Design servo_pulse_decoder, sky130hd; sources not shown.
final_congestion.png
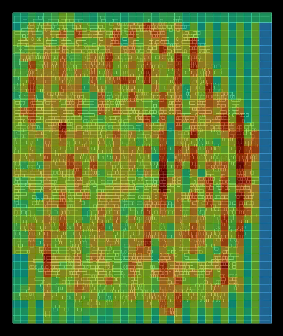
GRT Util Overall: 19.38%
met1 Use GR: 25.19%
GR met2 Demand/Resource: 34.40%

met1.png
The bar under the picture is 50 um long. Cells faint in the background.
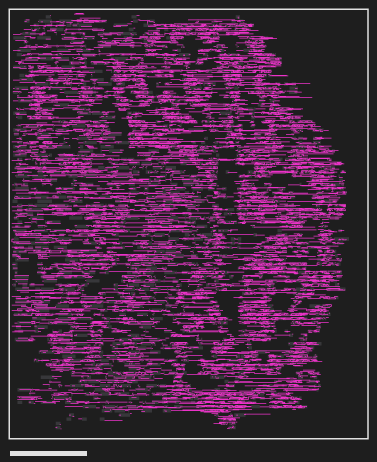
The longest straight run is 41.9 um. 2,905 nets have wire on it. The layer holds 45% of the routed length. The layer carries 28.6 mm of wire.
via total after detailed routing: 20,760
DRT Wirelength: 63,070 um

==> run notes <==
Figures from the flow reports.

Final layout:
- The run gives the fraction of area in registers as 14.85%.
- The run puts the inverter count at 229.
- The final layout contains 3,040 nets.
- The most common logic cells in the final layout are 343 x sky130_fd_sc_hd__nand2_1, 238 x sky130_fd_sc_hd__nor2_1, 226 x sky130_fd_sc_hd__inv_1.
- The run gives the count of multi-input combinational gates as 2,359.
- The run puts the number of inserted diodes at 0.
- The run gives the sequential cell area as 3605 um^2.
- The run gives the count of clock buffers in the final design as 20.
- The run gives the logic share of the area as 70.84%.
- The run puts the number of inserted filler cells in the final layout at 6,562.

Clock network:
- The run gives the number of buffers inserted during clock tree synthesis as 17.
- The run gives the number of buffers inserted to repair setup after CTS as 0.
- In this run, post-CTS repair resized a total of 0 instances.
- The run gives the H-tree level count as 4.
- The run puts the hold buffer count at CTS at 0.

Critical path:
- The run puts the arrival time of data at the critical path endpoint at 27.25 ns.
- STA shows the worst reg2reg path with a cell count of 76.
- By startpoint and endpoint, the worst setup path is classified as register to register.
- Of all nets on the critical path, the largest fanout is 21.
- Among cell families on the critical path, the largest total delay comes from AND-OR/OR-AND gates.

Min path:
- The run gives the class of the tightest hold or removal check as register to register.

Placement:
- The run gives the count of input and output buffers as 77.

Yosys:
- In this run, synthesis inferred 0 flip-flops with an integrated enable.
- After synthesis, the cell types taking the most area are sky130_fd_sc_hd__dfrtp_1 16%, sky130_fd_sc_hd__fa_1 9.8%, sky130_fd_sc_hd__xnor2_1 5.9%.
- Per the synth stats, the flop cell with the highest instance count is sky130_fd_sc_hd__dfrtp_1.
- The run gives the main logic family after synthesis as AND-OR/OR-AND gates.
- Sorting the synthesis cell report by count puts at the top sky130_fd_sc_hd__nand2_1.
- The run puts the mux cell area share after synthesis at 3.665%.
- The run gives the area share of and-or/or-and cells after synthesis as 27.46%.
- The run gives the tally of unique sky130hd cells used after synthesis as 139.
- The top cell type by area accounts for 16.12% of the synthesized area.
- Averaged over all synthesized cells, the footprint is 7.762 um^2.

STA:
- The run puts the number of endpoints with negative hold slack in the final report at 0.
- Setup repair after global routing left no endpoint under its margin.
- The run gives the final hold slack as 0.3522 ns.
- Clock skew on the completed layout was measured at 0.01410 ns.
- The run puts the final worst setup slack at 15.85 ns.

Route:
- The run puts the number of DRC violations after detailed routing at 0.
- The detailed router put a total of 28,630 um of wire on met1.

Floorplanning:
- Once the floorplan was initialized, standard cells occupied 35.62% of the core.
- The run gives the number of cell rows as 100.

GRT:
- The run puts the number of antenna violations at the first check in global routing at 0.

Run status:
- The flow ran to the end, and the final reports show no timing, DRC or antenna violations.
